Run 1, placement by cell class:
Scale bar: 20 microns. Fill, decap, tap and diode cells in gray.
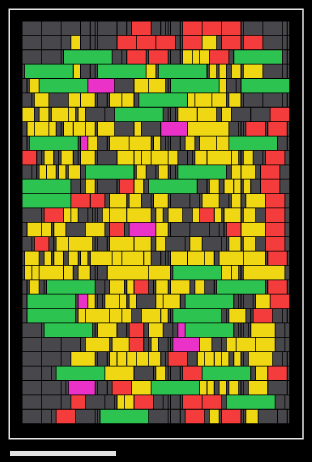
Run 1, placed standard cells:
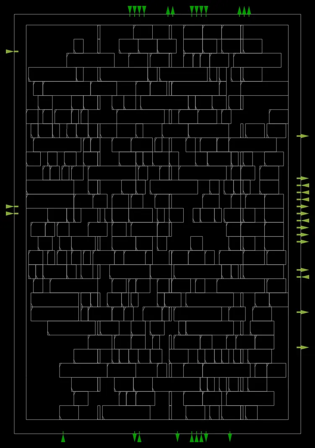
Run 1, gate-type map:
Scale bar: 20 microns.
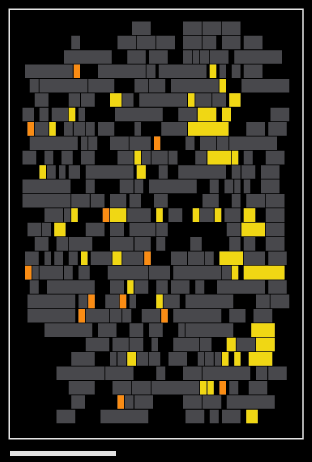
--- src/rtl/bcd_down_timer.sv ---
// bcd_down_timer: loadable BCD countdown with prescaled ticks, run/pause FSM and expiry flag
module bcd_down_timer #(
  parameter int DIGITS = 4,
  parameter int PRESCALE = 1000,
  parameter int PW = 10
) (
  input  logic                  clk,
  input  logic                  clr_n,
  input  logic                  load,
  input  logic                  start,
  input  logic                  pause,
  input  logic [4*DIGITS-1:0]   preset,
  output logic [4*DIGITS-1:0]   value,
  output logic                  running,
  output logic                  done,
  output logic                  done_pulse
);
  localparam int W = 4*DIGITS;
  typedef enum logic [1:0] {IDLE, RUN, PAUSE, DONE} state_t;
  state_t state;
  logic [PW-1:0] presc;
  logic tick;
  function automatic logic [W-1:0] clamp9(input logic [W-1:0] p);
    for (int i = 0; i < DIGITS; i++)
      clamp9[4*i+:4] = p[4*i+:4] > 4'd9 ? 4'd9 : p[4*i+:4];
  endfunction
  // borrow ripples upward through every digit that was 0
  function automatic logic [W-1:0] bcd_dec(input logic [W-1:0] v);
    logic b;
    b = 1'b1;
    for (int i = 0; i < DIGITS; i++) begin
      bcd_dec[4*i+:4] = b ? (v[4*i+:4] == 4'd0 ? 4'd9 : v[4*i+:4] - 4'd1) : v[4*i+:4];
      b = b && v[4*i+:4] == 4'd0;
    end
  endfunction
  assign tick = presc == PW'(PRESCALE-1);
  always_ff @(posedge clk or negedge clr_n)
    if (!clr_n) begin
      state <= IDLE;
      value <= '0;
      presc <= '0;
      running <= 1'b0;
      done <= 1'b0;
      done_pulse <= 1'b0;
    end else begin
      done_pulse <= 1'b0;
      if (load) begin
        state <= IDLE;
        value <= clamp9(preset);
        presc <= '0;
        running <= 1'b0;
        done <= 1'b0;
      end else
        case (state)
          IDLE:
            if (start && value == '0) begin
              state <= DONE;
              done <= 1'b1;
              done_pulse <= 1'b1;
            end else if (start) begin
              state <= RUN;
              running <= 1'b1;
              presc <= '0;
            end
          RUN:
            if (pause) begin
              state <= PAUSE;
              running <= 1'b0;
            end else if (tick) begin
              presc <= '0;
              value <= bcd_dec(value);
              if (value == W'(1)) begin
                state <= DONE;
                running <= 1'b0;
                done <= 1'b1;
                done_pulse <= 1'b1;
              end
            end else
              presc <= presc + PW'(1);
          PAUSE:
            if (start && !pause) begin
              state <= RUN;
              running <= 1'b1;
            end
          DONE: ;
        endcase
    end
endmodule

--- config.mk ---
export PLATFORM = sky130hd
export DESIGN_NAME = bcd_down_timer
export DESIGN_NICKNAME = d
export VERILOG_FILES = /design/src/rtl/bcd_down_timer.sv
export SDC_FILE = /design/constraint.sdc
export NUM_CORES = 1
export LEC_CHECK = 0
export ABC_CLOCK_PERIOD_IN_PS = 2550
export CORE_ASPECT_RATIO = 1.5
export CORE_MARGIN = 2
export CORE_UTILIZATION = 52
export DETAILED_ROUTE_END_ITERATION = 8
export GPL_TIMING_DRIVEN = 1
export PLACE_DENSITY = 0.8
export SLEW_MARGIN = 15
export SYNTH_ARGS = -nofsm -noshare
export SYNTH_HDL_FRONTEND = slang
export SYNTH_SLANG_ARGS = --single-unit
--- constraint.sdc ---
create_clock -name clk -period 2.55 [get_ports clk]
set_input_delay 0.765 -clock clk [delete_from_list [all_inputs] [get_ports clk]]
set_output_delay 0.765 -clock clk [all_outputs]
set_load 0.02 [all_outputs]
==> out/metrics.json, run 1 <==
{
  "run_status": {
    "run_status": "finished, final reports clean"
  },
  "global_route": {
    "grt.met1_usage_pct": 25.6,
    "grt_use_met2_pct": 42.3,
    "first_global_vias": 1833,
    "grt_most_used_layer": "met2",
    "grt_max_degree": 32,
    "antenna_violations_before_repair": 0,
    "use_met3_pct": 4.94
  },
  "worst_setup_path": {
    "timing.critical_path.from_type": "primary input",
    "worstPathArrival_ps": 2610,
    "worstReg2RegEnd": "presc[7]$_DFFE_PN0P_",
    "timing.critical_path.fanout_max": 7,
    "crit_family": "simple AND/OR/NAND/NOR gates",
    "critical_path.startpoint": "pause",
    "timing.reg2reg.worst_path_depth": 7,
    "endpoint_class_of_the_critical_path": "register",
    "setup.worst_path.class": "primary input to register",
    "setup.worst_path.end": "value[1]$_DFFE_PN0P_",
    "crit_chain": "clkdlybuf4s50_1 > buf_4 > and2b_1 > nand4_2 > or4_1 > a21oi_1 > a31o_2",
    "critical_path_buf_inv_count": 2,
    "regToRegSetupSlack_ps": 380,
    "critPathRequiredTime_ps": 2780,
    "worstReg2RegStart": "state[1]$_DFFE_PN0P_"
  },
  "finish": {
    "top_regs": "value (16), presc (10), state (2)",
    "numSequentialCells": 31,
    "clockBufferCount": 7,
    "largest-register": "value",
    "layout_top_cell": "sky130_fd_sc_hd__clkdlybuf4s50_1",
    "sh_comb_area_pct": 45.6,
    "layout.area.top_class": "multi-input combinational cells",
    "sh_seq_area_pct": 29.5,
    "nonClkBufAreaFrac_pct": 18.0,
    "insertedDiodeCount": 0,
    "layout.area.seq_sq_um": 776,
    "layout.nets": 297,
    "clk_share_pct": 3.09,
    "area_growth_syn_to_layout_pct": 28.1,
    "number_of_flip_flops_under_the_largest_register_name": 16,
    "leading_cell_types_in_the_layout_fill_and_taps_excluded": "sky130_fd_sc_hd__clkdlybuf4s50_1, sky130_fd_sc_hd__dfrtp_1, sky130_fd_sc_hd__o21ai_0",
    "buffers": 50,
    "final_cell_count_without_fillers": 318
  },
  "final_timing": {
    "worst_slew_margin_rel_pct": 71.7,
    "worst_slack_on_hold_paths_ps": 511,
    "hold_violations": 0,
    "rsz_0062_raised_after_global_routing": "false",
    "final-setup-viol-count": 0,
    "final.setup.worst_slack_ps": 176,
    "layout_worst_path_cycle_share_pct": 93.1,
    "worst_margin_slew_ps": 425,
    "worst_clock_skew_ps": 6.21,
    "report.final.slew_viol_count": 0
  },
  "placement": {
    "placedCellCount": 310,
    "dp_hpwl_microns": 3650,
    "post_dp_cell_area_sq_um": 2550,
    "detailedPlace.worstSlack_ps": -147
  },
  "synthesis": {
    "yosys_warn_count": 0,
    "ys_seq_share_pct": 37.8,
    "muxShareOfSynthArea_pct": 5.67,
    "topCombFamilyByArea": "simple AND/OR/NAND/NOR gates",
    "synth.net_count": 248,
    "ys_cells": 223,
    "synthDominantCellAreaShare_pct": 37.8,
    "synth-seq-cells": 31,
    "synth_adder_area_share_pct": 2.44,
    "synth_cell_types": 56,
    "synth_area_leader_cell": "sky130_fd_sc_hd__dfrtp_1",
    "area_leaders": "sky130_fd_sc_hd__dfrtp_1, sky130_fd_sc_hd__o21ai_0, sky130_fd_sc_hd__mux2i_1",
    "synth-edff-count": 0,
    "synth_top_flop_cell": "sky130_fd_sc_hd__dfrtp_1",
    "aoi_share_pct": 19.3,
    "post_synth_most_frequent_cells": "sky130_fd_sc_hd__dfrtp_1, sky130_fd_sc_hd__o21ai_0, sky130_fd_sc_hd__nor2_1, sky130_fd_sc_hd__nand2_1, sky130_fd_sc_hd__inv_1",
    "simple_share_pct": 28.3,
    "synth-area-yosys_sq_um": 2050,
    "top_cell": "sky130_fd_sc_hd__dfrtp_1",
    "ys_async_sr_fraction_pct": 100
  },
  "die": {
    "dieArea_sq_um": 4480,
    "core_sq_um": 3850,
    "floorplan.io_pins": 40,
    "floorplan.tapcells": 45,
    "die_height_microns": 81.0,
    "chipWidth_microns": 55.3
  },
  "clock_network": {
    "clock.latency.late_pin_ps": 290,
    "htree_levels": 2,
    "holdBufCountCts": 0,
    "clock_sink_count": 31,
    "cts.clk_slew.worst_paths_ps": 70,
    "ctsLongestPathBuffers": 2,
    "ctsRootBufferMaster": "sky130_fd_sc_hd__clkbuf_8"
  },
  "power_and_ir_drop": {
    "sequentialPower_mw": 0.615,
    "comb_cell_power_mw": 0.556,
    "pwr_density_cell_nw_per_um2": 588,
    "p_leak_nw": 1.03,
    "netSwitchingPower_mw": 0.550,
    "total_power_after_layout_mw": 1.55,
    "power.largest_group": "sequential cells",
    "combinational_share_of_power_pct": 35.9,
    "power.switching_fraction_pct": 35.6,
    "clockNetworkPower_mw": 0.376,
    "clock_network_fraction_of_total_power_pct": 24.3,
    "vdd_drop_max_mv": 0.547
  },
  "routing": {
    "detailroute.via_count": 1893,
    "top_layer_used": "met4",
    "met2WireLength_microns": 2650,
    "drt_wl_total_microns": 4800,
    "drt_iter0_markers": 39,
    "routed_via_density": 5.95,
    "antenna_violating_nets_post_route": 0,
    "wl_met3_microns": 190
  },
  "flow_run": {
    "stage_log_warnings": 28,
    "timing.max_cap.violations": 0
  },
  "hold_path": {
    "hp-class": "register to register",
    "worstHoldPathCells": 1,
    "worstHoldEndpoint": "presc[8]$_DFFE_PN0P_",
    "min-delay-start": "presc[8]$_DFFE_PN0P_"
  }
}
Notes on 'placement by cell class' above:
[all other logic] yellow | cells: 184
[other buffers and delay cells] red | cells: 50
[clock drivers and dummy loads] magenta | cells: 8
[flip-flops] green | cells: 31

Notes on 'placed standard cells' above:
share of the core filled with cells in the final layout: 68.2%
filler cell count: 332
number of cell rows: 28

Notes on 'gate-type map' above:
[NOR gates] yellow | cells: 40 | most used: nor2_1 | where: widely spread
[inverters] orange | cells: 12 | most used: inv_1

==> run 1 -> run 2 <==
Settings changed: SKIP_CTS_REPAIR_TIMING from default to 1, SKIP_LAST_GASP from default to 1.
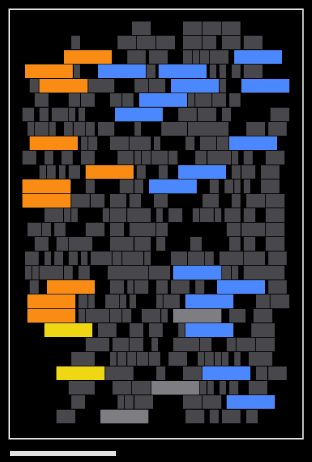
Run 2: where the registers sit
Scale bar: 20 microns.
[state] yellow | flops: 2
[value] blue | flops: 16
[presc] orange | flops: 10
not colored: 3
Seq/total area: 29.5%
Seq group: 0.615 mW

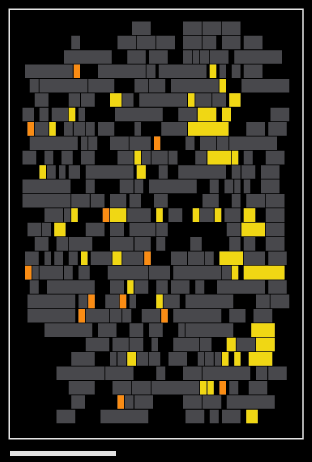
Run 2: gate-type map
Scale bar: 20 microns.
[inverters] orange | cells: 12 | most used: inv_1
[NOR gates] yellow | cells: 40 | most used: nor2_1 | where: widely spread

==> run 2 against run 1 <==
- via count did not move
- flip-flop count unchanged
- synthesized cell count did not move
- design area did not move
- largest cell class unchanged
- sequential power about the same
- cell count unchanged
- hold slack stayed put
- worst setup slack did not move
==> out/metrics.json, run 2 <==
{
  "run_status": {
    "run_status": "finished, final reports clean"
  },
  "synthesis": {
    "post_synth_most_frequent_cells": "sky130_fd_sc_hd__dfrtp_1, sky130_fd_sc_hd__o21ai_0, sky130_fd_sc_hd__nor2_1, sky130_fd_sc_hd__nand2_1, sky130_fd_sc_hd__inv_1",
    "synth_adder_area_share_pct": 2.44,
    "aoi_share_pct": 19.3,
    "synth.net_count": 248,
    "synth_top_flop_cell": "sky130_fd_sc_hd__dfrtp_1",
    "synth-edff-count": 0,
    "muxShareOfSynthArea_pct": 5.67,
    "ys_seq_share_pct": 37.8,
    "top_cell": "sky130_fd_sc_hd__dfrtp_1",
    "synth-seq-cells": 31,
    "synthDominantCellAreaShare_pct": 37.8,
    "yosys_warn_count": 0,
    "synth_area_leader_cell": "sky130_fd_sc_hd__dfrtp_1",
    "synth_cell_types": 56
  },
  "routing": {
    "drt_wl_total_microns": 4800,
    "antenna_violating_nets_post_route": 0
  },
  "power_and_ir_drop": {
    "pwr_density_cell_nw_per_um2": 588,
    "clock_network_fraction_of_total_power_pct": 24.3,
    "power.switching_fraction_pct": 35.6,
    "power.largest_group": "sequential cells",
    "combinational_share_of_power_pct": 35.9,
    "netSwitchingPower_mw": 0.550,
    "vdd_drop_max_mv": 0.547
  },
  "die": {
    "chipWidth_microns": 55.3,
    "core_sq_um": 3850,
    "dieArea_sq_um": 4480,
    "die_height_microns": 81.0
  },
  "global_route": {
    "first_global_vias": 1833,
    "use_met3_pct": 4.94,
    "antenna_violations_before_repair": 0
  },
  "clock_network": {
    "cts.clk_slew.worst_paths_ps": 70,
    "clock.latency.late_pin_ps": 290,
    "ctsRootBufferMaster": "sky130_fd_sc_hd__clkbuf_8"
  },
  "finish": {
    "clk_share_pct": 3.09,
    "nonClkBufAreaFrac_pct": 18.0,
    "numSequentialCells": 31,
    "area_growth_syn_to_layout_pct": 28.1,
    "final_core_utilization_pct": 68.2,
    "clockBufferCount": 7,
    "n_fill_cell": 332,
    "layout.nets": 297,
    "layout.area.seq_sq_um": 776
  },
  "final_timing": {
    "final-setup-viol-count": 0,
    "layout_worst_path_cycle_share_pct": 93.1,
    "report.final.slew_viol_count": 0,
    "final.setup.worst_slack_ps": 176,
    "hold_violations": 0,
    "rsz_0062_raised_after_global_routing": "false",
    "worst_clock_skew_ps": 6.21,
    "worst_margin_slew_ps": 425,
    "worst_slack_on_hold_paths_ps": 511
  },
  "worst_setup_path": {
    "timing.reg2reg.worst_path_depth": 7,
    "critPathRequiredTime_ps": 2780,
    "setup.worst_path.class": "primary input to register",
    "endpoint_class_of_the_critical_path": "register",
    "crit_family": "simple AND/OR/NAND/NOR gates",
    "worstReg2RegStart": "state[1]$_DFFE_PN0P_",
    "regToRegSetupSlack_ps": 380,
    "crit_chain": "clkdlybuf4s50_1 > buf_4 > and2b_1 > nand4_2 > or4_1 > a21oi_1 > a31o_2",
    "worstPathArrival_ps": 2610,
    "setup.worst_path.end": "value[1]$_DFFE_PN0P_",
    "critical_path.startpoint": "pause",
    "critical_path_buf_inv_count": 2
  },
  "hold_path": {
    "worstHoldEndpoint": "presc[8]$_DFFE_PN0P_",
    "min-delay-start": "presc[8]$_DFFE_PN0P_"
  },
  "placement": {
    "post_dp_cell_area_sq_um": 2550,
    "placedCellCount": 310,
    "dp_hpwl_microns": 3650
  }
}
Run 2, placed standard cells:
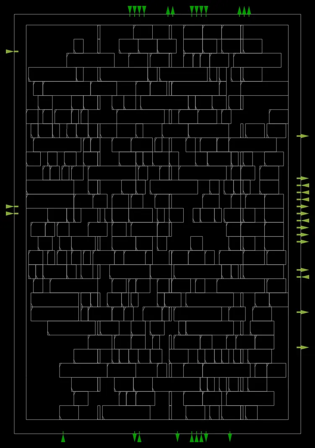

==> run 2 -> run 3 <==
Settings changed: GPL_TIMING_DRIVEN 1 to 0, RECOVER_POWER from default to 100, SETUP_SLACK_MARGIN from default to 0.15.
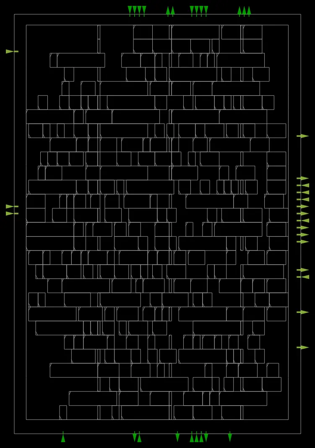
Run 3: placed standard cells
share of the core filled with cells in the final layout: 67.4%
placeable core region: 3850 sq um

==> run 3 against run 2 <==
- the flow now finishes with violations (capacitance limit, slew limit)
- clock power barely moved
- sequential share of layout area rose by 0.37 points
- worst setup slack improved by 8.9 ps
- flip-flop count did not move
- count of clock-buffer cells in the layout fell by 2
- first-iteration DRC count rose by 26%
- die size did not move
- synthesized area did not move
- maximum frequency rose by 0.38%
- total power fell by 0.99%
- critical path depth did not move
- sequential power fell by 0.7%
- largest cell class unchanged
- highest routed layer unchanged
==> out/metrics.json, run 3 <==
{
  "worst_setup_path": {
    "worstPathArrival_ps": 2530,
    "setup.worst_path.end": "presc[8]$_DFFE_PN0P_",
    "regToRegSetupSlack_ps": 400,
    "timing.critical_path.fanout_max": 10,
    "critPathRequiredTime_ps": 2720,
    "worstReg2RegStart": "state[1]$_DFFE_PN0P_"
  },
  "die": {
    "fp-row-count": 28,
    "floorplan.tapcells": 45,
    "dieArea_sq_um": 4480,
    "floorplan.io_pins": 40,
    "die_height_microns": 81.0
  },
  "power_and_ir_drop": {
    "power.largest_group": "sequential cells",
    "combinational_share_of_power_pct": 35.7,
    "total_power_after_layout_mw": 1.53,
    "clockNetworkPower_mw": 0.373,
    "netSwitchingPower_mw": 0.552
  },
  "final_timing": {
    "rsz_0062_raised_after_global_routing": "false",
    "worst_clock_skew_ps": 8.60,
    "layout_worst_path_cycle_share_pct": 92.7,
    "final.setup.worst_slack_ps": 185,
    "report.final.slew_viol_count": 32,
    "worst_slack_on_hold_paths_ps": 510
  },
  "finish": {
    "sh_comb_area_pct": 45.3,
    "final_cell_count_without_fillers": 319,
    "clockBufferCount": 5,
    "buffers": 51,
    "area_growth_syn_to_layout_pct": 26.5,
    "number_of_flip_flops_under_the_largest_register_name": 16,
    "layout_top_cell": "sky130_fd_sc_hd__dfrtp_1",
    "clk_share_pct": 3.23,
    "layout.area.seq_sq_um": 776,
    "n_fill_cell": 337,
    "nonClkBufAreaFrac_pct": 17.7,
    "insertedDiodeCount": 0
  },
  "routing": {
    "top_layer_used": "met4",
    "detailroute.via_count": 1859,
    "routed_via_density": 5.83,
    "antenna_violating_nets_post_route": 0
  },
  "flow_run": {
    "timing.max_cap.violations": 1
  },
  "global_route": {
    "grt_most_used_layer": "met2",
    "grt.met1_usage_pct": 25.3,
    "first_global_vias": 1765,
    "use_met3_pct": 4.78,
    "antenna_violations_before_repair": 0
  },
  "synthesis": {
    "synth-area-yosys_sq_um": 2050,
    "synth_top_flop_cell": "sky130_fd_sc_hd__dfrtp_1",
    "area_leaders": "sky130_fd_sc_hd__dfrtp_1, sky130_fd_sc_hd__o21ai_0, sky130_fd_sc_hd__mux2i_1",
    "synthDominantCellAreaShare_pct": 37.8,
    "synth-seq-cells": 31,
    "ys_seq_share_pct": 37.8,
    "synth-edff-count": 0,
    "muxShareOfSynthArea_pct": 5.67,
    "yosys_warn_count": 0,
    "synth_adder_area_share_pct": 2.44
  },
  "run_status": {
    "violations_in_the_final_reports": "capacitance limit, slew limit",
    "run_status": "finished with violations"
  },
  "placement": {
    "dp_hpwl_microns": 3530,
    "placedCellCount": 307,
    "post_dp_cell_area_sq_um": 2490
  },
  "hold_path": {
    "worstHoldPathCells": 2,
    "worstHoldEndpoint": "presc[1]$_DFFE_PN0P_"
  },
  "clock_network": {
    "ctsLongestPathBuffers": 2
  }
}
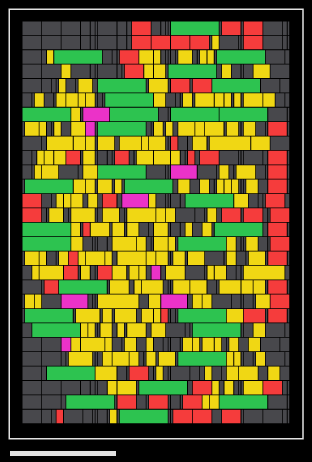
Run 3: placement by cell class
Scale bar: 20 microns. Fill, decap, tap and diode cells in gray.
[flip-flops] green | cells: 31
[other buffers and delay cells] red | cells: 51
[all other logic] yellow | cells: 184
[clock drivers and dummy loads] magenta | cells: 8
Final Instance Area: 2600 sq um
Seq/total area: 29.9%


==> notes/layouts.md <==
Pictures saved along the way, in no particular order.

Signal wires by layer.
Scale bar: 20 microns.
(a)
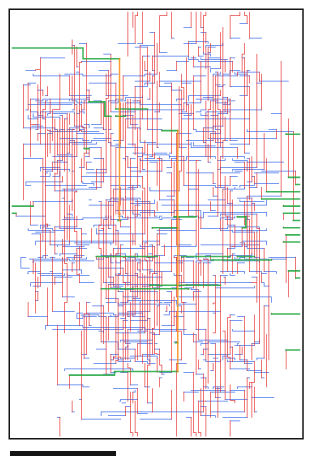
(b)
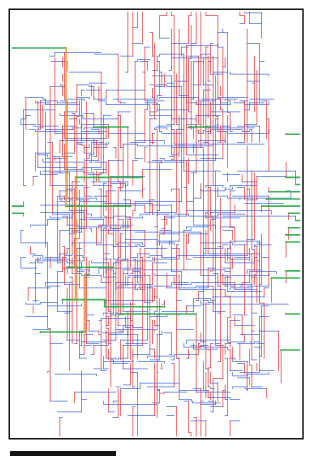
For run 1, see (a).
For run 3, see (b).

Key to (a):
[met2] red | wire length: 2650 microns
[met3] green | wire length: 191 microns
[met4] orange | wire length: 76.2 microns
[met1] blue | wire length: 1880 microns

Power figures rest on the tool's default switching activity, not on a simulated workload.
